`src/rtl/tx_trigger.sv`:
```
// Switch-driven transmit trigger: one-shot per press or auto-repeat while held.
// Define TRIG_DEBOUNCE_EN to add a DEBOUNCE_CYCLES stability filter on the switch.
module tx_trigger #(
  parameter int unsigned PULSE_LEN       = 100000,
  parameter int unsigned REPEAT_GAP      = 100000,
  parameter int unsigned DEBOUNCE_CYCLES = 1000,
  parameter int unsigned CNT_W           = 31
) (
  input  logic       clk,
  input  logic       reset,
  input  logic       switch,
  input  logic       mode,
  input  logic       tx_busy,
  output logic       transmit,
  output logic       active,
  output logic [7:0] pulse_count
);

  typedef enum logic [2:0] {
    IDLE      = 3'd0,
    PULSE     = 3'd1,
    WAIT_BUSY = 3'd2,
    GAP       = 3'd3,
    HOLD      = 3'd4
  } state_e;

  localparam logic [CNT_W-1:0] PULSE_LAST = CNT_W'(PULSE_LEN - 1);
  localparam logic [CNT_W-1:0] GAP_LAST   = CNT_W'(REPEAT_GAP - 1);
  localparam logic [CNT_W-1:0] CNT_ONE    = CNT_W'(1);

  logic       sync1_q, sync1_d;
  logic       sync2_q, sync2_d;
  logic [1:0] sync_vld_q, sync_vld_d;
  logic       sw_q;
  logic       sw_prev_q, sw_prev_d;
  logic       armed_q, armed_d;
  logic       rise_c;

  // Arm the edge detector only once a genuine low level has passed the synchroniser,
  // so a switch held high through reset cannot trigger.
  always_comb begin
    sync1_d    = switch;
    sync2_d    = sync1_q;
    sync_vld_d = {sync_vld_q[0], 1'b1};
    sw_prev_d  = sw_q;
    armed_d    = armed_q | (sync_vld_q[1] & ~sync2_q & ~sw_q);
  end

  assign rise_c = sw_q & ~sw_prev_q & armed_q;

  always_ff @(posedge clk or posedge reset) begin
    if (reset) begin
      sync1_q    <= 1'b0;
      sync2_q    <= 1'b0;
      sync_vld_q <= 2'b00;
      sw_prev_q  <= 1'b0;
      armed_q    <= 1'b0;
    end else begin
      sync1_q    <= sync1_d;
      sync2_q    <= sync2_d;
      sync_vld_q <= sync_vld_d;
      sw_prev_q  <= sw_prev_d;
      armed_q    <= armed_d;
    end
  end

`ifdef TRIG_DEBOUNCE_EN
  localparam logic [CNT_W-1:0] DB_LAST = CNT_W'(DEBOUNCE_CYCLES - 1);

  logic             sw_d;
  logic [CNT_W-1:0] db_cnt_q, db_cnt_d;

  // Count consecutive cycles of disagreement; any agreement restarts the count.
  always_comb begin
    sw_d     = sw_q;
    db_cnt_d = '0;
    if (sync2_q != sw_q) begin
      if (db_cnt_q == DB_LAST) sw_d = sync2_q;
      else                     db_cnt_d = db_cnt_q + CNT_ONE;
    end
  end

  always_ff @(posedge clk or posedge reset) begin
    if (reset) begin
      sw_q     <= 1'b0;
      db_cnt_q <= '0;
    end else begin
      sw_q     <= sw_d;
      db_cnt_q <= db_cnt_d;
    end
  end
`else
  assign sw_q = sync2_q;
`endif

  state_e           state_q, state_d;
  logic [CNT_W-1:0] cnt_q, cnt_d;
  logic             mode_q, mode_d;
  logic             transmit_q, transmit_d;
  logic             active_q, active_d;
  logic [7:0]       pulse_count_q, pulse_count_d;

  always_ff @(posedge clk or posedge reset) begin
    if (reset) state_q <= IDLE;
    else       state_q <= state_d;
  end

  always_comb begin
    state_d = state_q;
    case (state_q)
      IDLE:      if (rise_c) state_d = PULSE;
      PULSE:     if (cnt_q == PULSE_LAST) state_d = WAIT_BUSY;
      WAIT_BUSY: if (!tx_busy) state_d = mode_q ? GAP : HOLD;
      GAP:       if (cnt_q == GAP_LAST) state_d = sw_q ? PULSE : IDLE;
      HOLD:      if (!sw_q) state_d = IDLE;
      default:   state_d = IDLE;
    endcase
  end

  // Counter runs only in timed states and restarts on every state change.
  always_comb begin
    cnt_d         = '0;
    mode_d        = mode_q;
    pulse_count_d = pulse_count_q;
    transmit_d    = (state_d == PULSE);
    active_d      = (state_d != IDLE);
    if ((state_d == state_q) && ((state_q == PULSE) || (state_q == GAP)))
      cnt_d = cnt_q + CNT_ONE;
    if ((state_d == PULSE) && (state_q != PULSE)) begin
      pulse_count_d = pulse_count_q + 8'd1;
      mode_d        = mode;
    end
  end

  always_ff @(posedge clk or posedge reset) begin
    if (reset) begin
      cnt_q         <= '0;
      mode_q        <= 1'b0;
      transmit_q    <= 1'b0;
      active_q      <= 1'b0;
      pulse_count_q <= 8'd0;
    end else begin
      cnt_q         <= cnt_d;
      mode_q        <= mode_d;
      transmit_q    <= transmit_d;
      active_q      <= active_d;
      pulse_count_q <= pulse_count_d;
    end
  end

  assign transmit    = transmit_q;
  assign active      = active_q;
  assign pulse_count = pulse_count_q;

endmodule
```
`config.mk`:
```
export PLATFORM = sky130hd
export DESIGN_NAME = tx_trigger
export DESIGN_NICKNAME = d
export VERILOG_FILES = /design/src/rtl/tx_trigger.sv
export SDC_FILE = /design/constraint.sdc
export NUM_CORES = 1
export LEC_CHECK = 0
export CAP_MARGIN = 40
export CORE_MARGIN = 2
export CORE_UTILIZATION = 35
export DETAILED_ROUTE_END_ITERATION = 10
export PLACE_DENSITY = 0.63
export SLEW_MARGIN = 20
export SYNTH_ARGS = -nofsm -noshare
export SYNTH_HDL_FRONTEND = slang
export SYNTH_SLANG_ARGS = --single-unit
```
`constraint.sdc`:
```
create_clock -name clk -period 4.4 [get_ports clk]
set_clock_uncertainty 0.15 [all_clocks]
set_input_delay 0.66 -clock clk [delete_from_list [all_inputs] [get_ports clk]]
set_output_delay 0.66 -clock clk [all_outputs]
set_load 0.01 [all_outputs]
```
==> run_1/clock_map.png <==
(3 px per micron)
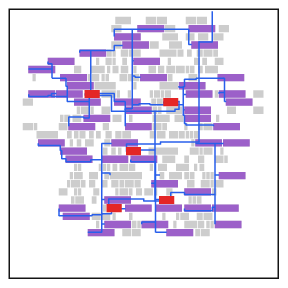
Key: purple = flip-flops [count 51]; blue = clock wires [length 653 microns]; red = cells driving clock nets [count 5]
There are 6 routed clock nets.
power in the clock group: 340 uW
Clock Power Share: 41.1%

==> run_1/final_placement.png <==
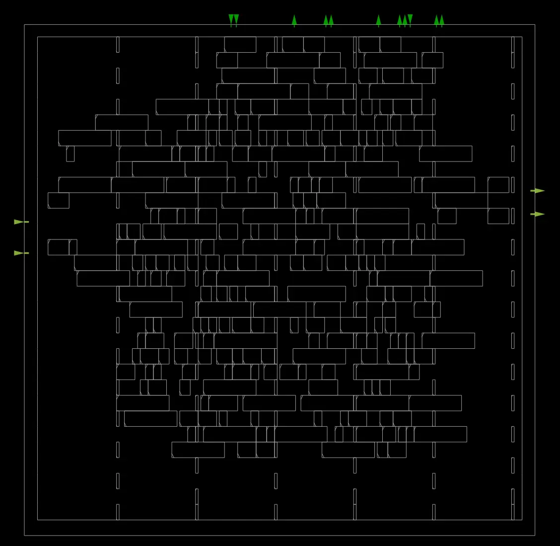
Core Region: 0.007137 sq mm
Finished Layout Cells: 364
Tapcells: 99
flop share of the area: 43.50%
final design utilization: 41.11%

==> flow_metrics.env, run 1 <==
# implementation run metrics
export IMPL_clockBufferDepth=2
export IMPL_placed_area_sq_mm=0.002809
export IMPL_antenna_found_initial=0
export IMPL_ys_sh_simple_pct=26.50
export IMPL_grt_first_pass_wirelength_microns=8142
export IMPL_r2r_setup_slack_ps=1860
export IMPL_ys_async_sr_fraction_pct=100.0
export IMPL_fp_row_count=31
export IMPL_p_comb_share_pct=1.9
export IMPL_netlist_area_sq_mm=0.002540
export IMPL_yosys_area_share_adder_pct=0.9852
export IMPL_post_place_ws_ps=1876
export IMPL_p_per_area_mw_per_mm2=282.2
export IMPL_synth_compound_area_share_pct=5.369
export IMPL_ant_nets=0
export IMPL_use_met3_pct=3.416
export IMPL_chip_area_sq_mm=0.007954
export IMPL_vdd_drop_max_mv=0.1832
export IMPL_first_global_vias=1723
export IMPL_top_area_cell_class="flip-flops and latches"
export IMPL_crit_fanout=19
export IMPL_logic_gate_count=182
export IMPL_first_pass_iters=4
export IMPL_status="complete, no violations"
export IMPL_max_slew_worst_pin_slew_ps=667.0
export IMPL_syn_nets=252
export IMPL_rr_worst_depth=6
export IMPL_drive_above_1_share_pct=10.94
export IMPL_buffer_area_share_pct=6.397
export IMPL_critical_path_startpoint="cnt_q[14]"
export IMPL_setup_ws_ps=1859
export IMPL_setup_tns_ps=0
export IMPL_p_int_uw=660.1
export IMPL_cts_hold_buf=0
export IMPL_fillers=728
export IMPL_power_total_uw=827.9
export IMPL_grt_ovfl_total=0
export IMPL_top_logic_kind="simple AND/OR/NAND/NOR gates"
export IMPL_met2_usage_pct=20.40
export IMPL_holdPathEnd="sw_prev_d"
export IMPL_comb_share_pct=41.11
export IMPL_switching_power_uw=167.8
export IMPL_die_h_microns=89.19
export IMPL_clockBufferCount=6
export IMPL_critPathCapture="cnt_q[17]"
export IMPL_die_w_microns=89.19
export IMPL_swShare_pct=20.26
export IMPL_pg_comb_uw=16.1
export IMPL_syn_inst=245
export IMPL_ys_flop_type="dfrtp_1"
export IMPL_grt_max_degree=30
export IMPL_wl_microns=4738
export IMPL_cts_root_buffer="clkbuf_8"
export IMPL_hold_viol_final=0
export IMPL_nNetsFinal=271
export IMPL_cts_clk_slew_worst_paths_ps=90
export IMPL_flop_count=51
export IMPL_use_met1_pct=18.60
export IMPL_hpwlAfterDp_microns=3422
export IMPL_leakagePower_nw=1.301
export IMPL_worst_r2r_endpoint="cnt_q[17]"
export IMPL_drc=0
export IMPL_cts_buffers_inserted=5
export IMPL_edf_count=0
export IMPL_min_path_cells=0
export IMPL_power_top_consumer="registers"
export IMPL_clk_latency_ps=310
export IMPL_cts_resized=0
export IMPL_inv_count=6
export IMPL_fmax_ghz=0.3936
export IMPL_postCtsSetupBuffers=0
export IMPL_syn_to_final_growth_pct=15.52
export IMPL_ys_area_sq_mm=0.002540
export IMPL_top_usage_layer="met2"
export IMPL_dp_cells=355
export IMPL_syn_avg_cell_area_sq_um=10.37
export IMPL_synth_xor_xnor_area_share_pct=12.41
export IMPL_top_layer_used="met4"
export IMPL_met1Wirelength_microns=2308
export IMPL_min_from="sync1_q"
export IMPL_mux_area_share_pct=2.069
export IMPL_track_usage_pct=13.32
export IMPL_min_path_type="reg2reg"
export IMPL_design_area_sq_mm=0.002934
export IMPL_seq_power_share_pct=56.9
export IMPL_setup_violations_final=0
export IMPL_rr_startpoint="cnt_q[14]"
export IMPL_rsz0062_at_grt="no"
export IMPL_synth_flops=51
export IMPL_logic_area_sq_mm=0.001206
export IMPL_synth_distinct_cells=42
export IMPL_required_ps=4450
export IMPL_post_route_min_period_ps=2541
export IMPL_cts_tree="done"
export IMPL_cp_arrival_ps=2590
export IMPL_clkSinkCount=51
export IMPL_ff_latch_area_sq_mm=0.001276
export IMPL_dr_wl_met3_microns=121
export IMPL_wl_per_cell_microns=13.02
export IMPL_wl_met2_microns=2244
export IMPL_initial_utilization_pct=35.59
export IMPL_path_class="reg2reg"
export IMPL_slew_violations=0
export IMPL_period_used_pct=57.75
export IMPL_antenna_cells=0
export IMPL_drt_iter0_drc=77
export IMPL_routabilityCongestion=0.7934
export IMPL_clkCellAreaFrac_pct=4.009
export IMPL_startpoint_type="register"
export IMPL_htreeDepth=2
export IMPL_vias_per_cell=4.989
export IMPL_relSlewSlack_pct=55.19
export IMPL_seq_cell_power_uw=471
export IMPL_ys_cells=245
export IMPL_fin_hold_ws_ps=204.4
export IMPL_yosysWarnings=0
export IMPL_nNonClkBuffers=18
export IMPL_max_cap_violations=0
export IMPL_ys_seq_share_pct=50.25
export IMPL_log_warning_count=26
export IMPL_endpoint_kind="register"
export IMPL_vias=1816
==> run_1/port_nets.png <==
(6 px per micron)
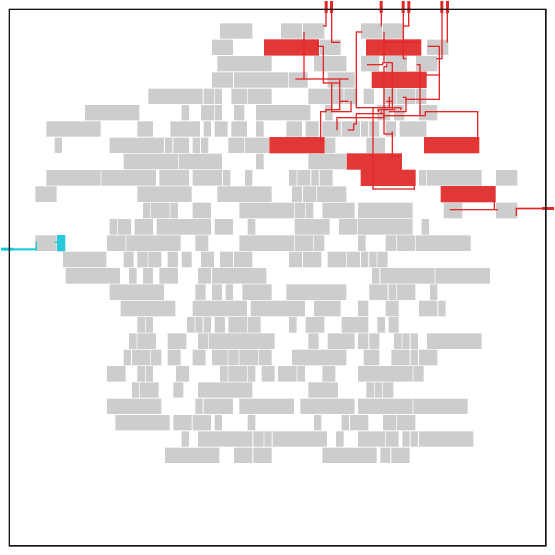
Key: cyan = reset [direction input, end cells 1, buffers 1, wire 5.60 microns]; red = pulse_count [direction output, end cells 8, buffers 8, wire 268 microns]
number of I/O pins: 15
Port-buffer cells: 14

==> run 1: state kept, by name, indices dropped and copies added, names as in the netlist <==
signal and flops:
cnt_q 31, pulse_count 8, state_q 3, sync_vld_q 2, active 1, armed_q 1
mode_q 1, sw_prev_d 1, sw_prev_q 1, sync1_q 1, transmit 1
==> run 1: synthesized netlist by cell type (2+ instances only) <==
library cell	count	area [sq um]
a21oi_1	4	20.02
and3_1	6	37.54
and4_1	3	26.28
buf_2	4	20.02
dfrtp_1	51	1276
ha_1	2	25.02
inv_1	6	22.52
mux2_2	2	22.52
mux2_4	2	30.03
nand2_1	17	63.81
nand3_1	18	90.09
nand4_1	13	81.33
nor2_1	40	150.1
nor3_1	7	35.03
nor4_1	2	12.51
nor4_2	2	25.02
nor4b_1	3	26.28
o21ai_0	3	15.01
or2_2	2	12.51
or3_1	2	12.51
xnor2_1	7	61.31
xor2_1	29	254.0
==> run 1: placed cells by master, fill, tap and decap left out, types with 2 or more instances in the layout <==
| master | n |
|---|---|
| nor3_1 | 7 |
| and4_1 | 3 |
| dfrtp_1 | 51 |
| xor2_1 | 29 |
| and3_1 | 6 |
| mux2_2 | 2 |
| mux2_4 | 2 |
| nor4b_1 | 3 |
| nor4_1 | 2 |
| or3_1 | 2 |
| a21oi_1 | 4 |
| ha_1 | 2 |
| nand3_1 | 18 |
| nor4_2 | 2 |
| inv_1 | 5 |
| clkdlybuf4s50_1 | 14 |
| xnor2_1 | 7 |
| or2_2 | 2 |
| nand2_1 | 17 |
| clkbuf_8 | 6 |
| o21ai_0 | 3 |
| nand4_1 | 13 |
| nor2_1 | 40 |
==> run 1: worst max-delay path, cell delays in order (launching register included) <==
cell and delay, ps:
dfrtp_1 440, or4_1 590, nand4bb_4 280, nor2_1 190
or3_1 470, buf_8 240, nor2_1 60
==> run 2: changes to the inputs <==
Settings changed: PLACE_DENSITY 0.63 to 0.64.
Clock period 4.4 ns to 2.1 ns, I/O delays scaled along.
==> run_2/registers.png <==
(3 px per micron) Other sequential cells in the stronger grey, the rest of the logic in the fainter grey.
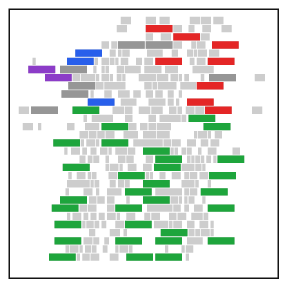
Key: blue = state_q [sequential cells 3]; red = pulse_count [sequential cells 8, where north-east]; green = cnt_q [sequential cells 31]; purple = sync_vld_q [sequential cells 2]
P_seq: 988 uW
flop share of the area: 38.09%

==> run 2 against run 1 <==
  * The run now ends with negative setup slack left
  * Register-to-register slack worse by 1900 ps
  * Die size did not move
  * Fmax increased by 18%
  * Flip-flop count stayed put
  * Clock power rose by 59%
  * Area after synthesis unchanged
  * Wire length is 6.4% higher
  * Critical path type unchanged
  * Largest power group unchanged
  * Highest routed layer unchanged
==> flow_metrics.env, run 2 <==
# implementation run metrics
export IMPL_post_place_ws_ps=-68.32
export IMPL_largest_reg_flops=31
export IMPL_path_class="reg2reg"
export IMPL_endpoint_kind="register"
export IMPL_fin_hold_ws_ps=185.3
export IMPL_drt_iter0_drc=63
export IMPL_clk_latency_ps=300
export IMPL_rsz0062_at_grt="yes"
export IMPL_violations="negative setup slack"
export IMPL_track_usage_pct=13.79
export IMPL_power_total_mw=1.563
export IMPL_routabilityCongestion=0.8142
export IMPL_wl_per_cell_microns=12.45
export IMPL_rr_startpoint="cnt_q[14]"
export IMPL_netlist_area_sq_mm=0.002540
export IMPL_cts_clk_slew_worst_paths_ps=90
export IMPL_period_used_pct=102.6
export IMPL_post_route_min_period_ps=2155
export IMPL_nNetsFinal=312
export IMPL_antenna_found_initial=0
export IMPL_ys_flop_type="dfrtp_1"
export IMPL_required_ps=2140
export IMPL_setup_ws_ps=-55.19
export IMPL_vdd_drop_max_mv=0.3001
export IMPL_slew_violations=0
export IMPL_final_cells=405
export IMPL_pin_count=15
export IMPL_syn_to_final_growth_pct=31.92
export IMPL_vias=1948
export IMPL_grt_max_degree=33
export IMPL_largest_area_cell="dfrtp_1"
export IMPL_leakagePower_nw=1.517
export IMPL_drc=0
export IMPL_htreeDepth=2
export IMPL_port_buffers=14
export IMPL_top_cell_area_share_pct=50.25
export IMPL_mux_area_share_pct=2.069
export IMPL_drive_above_1_share_pct=27.45
export IMPL_placed_area_sq_mm=0.003072
export IMPL_vias_per_cell=4.810
export IMPL_clockBufferDepth=2
export IMPL_chip_area_sq_mm=0.007954
export IMPL_yosys_top_cells_area="dfrtp_1 (50%), xor2_1 (10%), nor2_1 (5.9%)"
export IMPL_utilization_pct=46.95
export IMPL_syn_inst=245
export IMPL_startpoint_type="register"
export IMPL_fillers=688
export IMPL_edf_count=0
export IMPL_ys_sh_simple_pct=26.50
export IMPL_critical_path_startpoint="cnt_q[14]"
export IMPL_rr_worst_depth=5
export IMPL_synth_xor_xnor_area_share_pct=12.41
export IMPL_log_warning_count=29
export IMPL_grt_first_pass_wirelength_microns=8618
export IMPL_yosysWarnings=0
export IMPL_ys_seq_share_pct=50.25
export IMPL_antenna_cells=0
export IMPL_design_area_sq_mm=0.003351
export IMPL_setup_tns_ps=-146.7
export IMPL_wl_microns=5042
export IMPL_ys_area_sq_mm=0.002540
export IMPL_top_cell="dfrtp_1"
export IMPL_yosys_top_cells_count="dfrtp_1 (51), nor2_1 (40), xor2_1 (29)"
export IMPL_cts_tree="done"
export IMPL_p_per_area_mw_per_mm2=466.4
export IMPL_first_global_vias=1964
export IMPL_cp_arrival_ps=2190
export IMPL_core_area_sq_mm=0.007137
export IMPL_synth_compound_area_share_pct=5.369
export IMPL_synth_flops=51
export IMPL_ant_nets=0
export IMPL_syn_nets=252
export IMPL_dp_cells=389
export IMPL_largest_register="cnt_q"
export IMPL_fmax_ghz=0.4640
export IMPL_hpwlAfterDp_microns=3545
export IMPL_hold_viol_final=0
export IMPL_setup_violations_final=3
export IMPL_cts_root_buffer="clkbuf_8"
export IMPL_die_w_microns=89.19
export IMPL_yosys_area_share_adder_pct=0.9852
export IMPL_cts_buffers_inserted=5
export IMPL_lay_top_cells="dfrtp_1 (51), buf_4 (41), nor2_1 (38), xor2_1 (29), nand3_1 (18)"
export IMPL_die_h_microns=89.19
export IMPL_ys_async_sr_fraction_pct=100.0
export IMPL_max_cap_violations=0
export IMPL_status="complete, but fails checks"
export IMPL_grt_ovfl_total=0
export IMPL_crit_fanout=3
export IMPL_ys_cells=245
export IMPL_first_pass_iters=4
export IMPL_cts_hold_buf=0
export IMPL_top_logic_kind="simple AND/OR/NAND/NOR gates"
export IMPL_min_path_type="in2async"
export IMPL_syn_avg_cell_area_sq_um=10.37
export IMPL_clkSinkCount=51
export IMPL_fp_row_count=31
export IMPL_initial_utilization_pct=35.59
export IMPL_layout_top_cell="dfrtp_1"
export IMPL_synth_distinct_cells=42
==> run_2/port_nets.png <==
(6 px per micron)
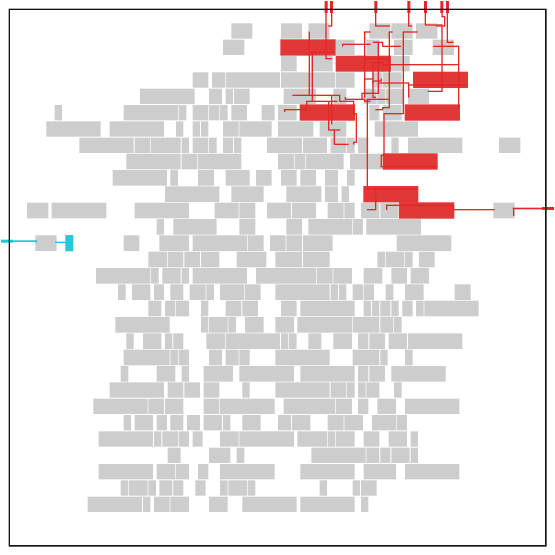
Key: red = pulse_count [direction output, end cells 8, buffers 8, wire 324 microns]; cyan = reset [direction input, end cells 1, buffers 1, wire 5.90 microns]

run 2: timing repair:
action / CTS / global route
gates resized: 3 / 20
cloned: 0 / 1
pin swaps: 3 / 6
setup buffers: 1 / 6
setup endpoints to repair: 7 / 41
run 2: final timing paths:
path | endpoint | slack [ps]
setup / recovery | mode_q | -60
min in group clk | sync_vld_q[1] | 210
setup reg to reg | mode_q | -60
hold reg to reg | sync_vld_q[1] | 210
hold / removal | state_q[1] | 190
max in group asynchronous | cnt_q[30] | 1050
run 2: critical path, stage by stage (launching register included):
cell and delay (ps):
dfrtp_1 380, or4_4 540, and4bb_2 360, nand3_4 100, a21oi_4 210, mux2_4 320
run 2: cell families after synthesis:
group,after synthesis
other cells,1
flops,51
xor+xnor,36
compound gates,16
mux,4
simple gates,123
buf+inv,12
fa+ha+maj,2
run 2: report_power, final:
| part | internal [mW] | switching [mW] |
|---|---|---|
| clock network | 0.233 | 0.306 |
| logic | 0.0126 | 0.0229 |
| registers | 0.986 | 0.00209 |
run 2: layer usage:
| metal | track usage, % | vias up | routed length, microns | share of wire, % |
|---|---|---|---|---|
| met4 | 3.256 | 0 | 77 | 1.5 |
| met5 | 0 | - | 0 | 0 |
| met3 | 3.047 | 7 | 116 | 2.3 |
| li1 | - | 970 | - | - |
| met1 | 17.91 | 949 | 2381 | 47 |
| met2 | 23.57 | 22 | 2467 | 49 |
run 2: area by class of cell:
cell class	instances	area [sq um]	share of cell area (%)
Timing Repair Buffer	59	524.3	15.65
Clock inverter	2	12.51	0.3734
Multi-Input combinational cell	182	1319	39.36
Sequential cell	51	1276	38.09
Clock buffer	6	72.57	2.166
Inverter	6	22.52	0.6721
Tap cell	99	123.9	3.697
==> run 3: changes to the inputs <==
Settings changed: SKIP_CTS_REPAIR_TIMING set to 1.
==> run_3/final_placement.png <==
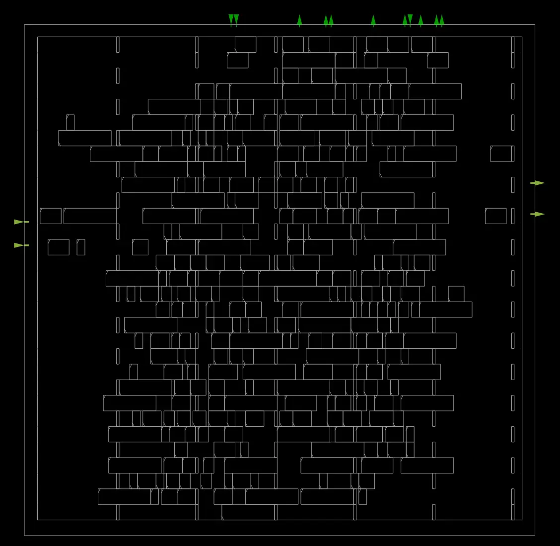
Core Rows: 31
flop share of the area: 39.23%
Layout fillers: 705
Flops: 51

==> run 3 against run 2 <==
  * The run still ends with negative setup slack left
  * Non-clock buffer count is 4 lower
  * Core utilization down 1.4 points
  * Combinational power is essentially flat
  * Flip-flop count unchanged
  * Fmax rose by 0.96%
  * Register-to-register slack gained 20 ps
  * Sequential power hardly changed
  * First-iteration DRC count rose by 41%
  * Cell area shrank 2.9%
  * Wire length rose by 1.6%
  * Hold slack better by 2.8 ps
  * Largest power group unchanged
==> flow_metrics.env, run 3 <==
# implementation run metrics
export IMPL_first_global_vias=1934
export IMPL_netlist_area_sq_mm=0.002540
export IMPL_hold_viol_final=0
export IMPL_log_warning_count=28
export IMPL_required_ps=2170
export IMPL_edf_count=0
export IMPL_dp_cells=389
export IMPL_hpwlAfterDp_microns=3545
export IMPL_top_cell_area_share_pct=50.25
export IMPL_critical_path_slowest_cell="or4_4"
export IMPL_setup_ws_ps=-34.71
export IMPL_die_h_microns=89.19
export IMPL_path_class="reg2reg"
export IMPL_p_per_area_mw_per_mm2=481.7
export IMPL_synth_compound_area_share_pct=5.369
export IMPL_antenna_found_initial=0
export IMPL_port_buffers=14
export IMPL_wl_per_cell_microns=12.78
export IMPL_routabilityCongestion=0.8142
export IMPL_clkSinkCount=51
export IMPL_ys_seq_share_pct=50.25
export IMPL_setup_tns_ps=-96.81
export IMPL_leakagePower_nw=1.478
export IMPL_cp_arrival_ps=2210
export IMPL_ys_area_sq_mm=0.002540
export IMPL_grt_ovfl_total=0
export IMPL_placed_area_sq_mm=0.003072
export IMPL_cts_root_buffer="clkbuf_8"
export IMPL_setup_violations_final=3
export IMPL_initial_utilization_pct=35.59
export IMPL_violations="negative setup slack"
export IMPL_lay_top_cells="dfrtp_1 (51), nor2_1 (39), buf_4 (38), xor2_1 (29), nand3_1 (18)"
export IMPL_post_route_min_period_ps=2135
export IMPL_post_place_ws_ps=-68.32
export IMPL_first_pass_iters=4
export IMPL_endpoint_kind="register"
export IMPL_status="complete, but fails checks"
export IMPL_syn_to_final_growth_pct=28.08
export IMPL_core_area_sq_mm=0.007137
export IMPL_syn_inst=245
export IMPL_design_area_sq_mm=0.003253
export IMPL_yosys_top_cells_count="dfrtp_1 (51), nor2_1 (40), xor2_1 (29)"
export IMPL_vias_per_cell=4.803
export IMPL_wl_microns=5123
export IMPL_largest_area_cell="dfrtp_1"
export IMPL_period_used_pct=101.7
export IMPL_final_cells=401
export IMPL_grt_max_degree=33
export IMPL_track_usage_pct=13.62
export IMPL_rsz0062_at_grt="yes"
export IMPL_yosys_top_cells_area="dfrtp_1 (50%), xor2_1 (10%), nor2_1 (5.9%)"
export IMPL_crit_family="simple AND/OR/NAND/NOR gates"
export IMPL_synth_flops=51
export IMPL_drt_iter0_drc=89
export IMPL_clockBufferDepth=2
export IMPL_grt_first_pass_wirelength_microns=8528
export IMPL_ff_latch_area_sq_mm=0.001276
export IMPL_antenna_cells=0
export IMPL_fmax_ghz=0.4684
export IMPL_die_w_microns=89.19
export IMPL_drc=0
export IMPL_vdd_drop_max_mv=0.3005
==> run_3/clock_map.png <==
(3 px per micron)
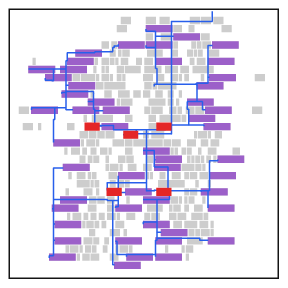
Key: red = cells driving clock nets [count 5]; purple = flip-flops [count 51]; blue = clock wires [length 582 microns]
There are 6 routed clock nets.
clk latency late pin: 300 ps
power in the clock group: 543 uW
Clock Power Share: 34.7%

-- run 3: cell counts after synthesis --
Identical to the previous run, type by type.
-- run 3: worst paths after layout --
path,end,start,cells after the start
hold reg to reg,sync_vld_q[1],sync_vld_q[0],0
max in group asynchronous,cnt_q[30],reset,3
min in group clk,sync_vld_q[1],sync_vld_q[0],0
setup / recovery,pulse_count[6],cnt_q[14],6
setup reg to reg,pulse_count[6],cnt_q[14],6
hold / removal,state_q[1],reset,2
-- run 3: metal layers --
metal / vias to the layer above / routed length [microns] / global-route usage [%]
met2: 20 / 2568 / 22.83
met4: 0 / 73 / 3.256
met5: - / 0 / 0
met1: 936 / 2379 / 18.03
li1: 963 / - / -
met3: 7 / 101 / 3.047
-- run 3: worst register-to-register path: cells and delay by family (launching register included) --
kind	cells	cell delay (ps)
simple gates	3	970
flops	1	390
compound gates	1	200
buf+inv	1	180
xor+xnor	1	160
-- run 3: final cells by class --
type                    count  area share (%)
inverters                   6          0.6923
clock buffers               6           2.231
clock inverters             2          0.3846
repair buffers             55           15.08
multi-input cells         182           38.58
flip-flops and latches     51           39.23
well taps                  99           3.808
-- run 3: report_power, final --
part / switching [mW] / leakage, nW / internal, mW
clock network: 0.310 / 0.0412 / 0.233
registers: 0.00206 / 0.666 / 0.986
logic: 0.0231 / 0.771 / 0.0126
-- run 3: kinds of logic after synthesis --
kind of cell    after synthesis
fa+ha+maj                     2
compound gates               16
simple gates                123
flops                        51
other cells                   1
buf+inv                      12
xor+xnor                     36
mux                           4

==> layout pictures side by side <==
Cell classes on the final placement.
(3 px per micron)
Plate I
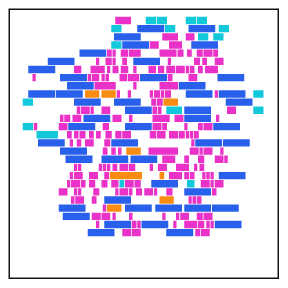
Plate II
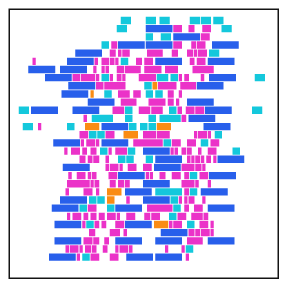
| picture | from |
|---|---|
| Plate I | run 1 |
| Plate II | run 2 |

Power figures rest on the tool's default switching activity, not on a simulated workload.
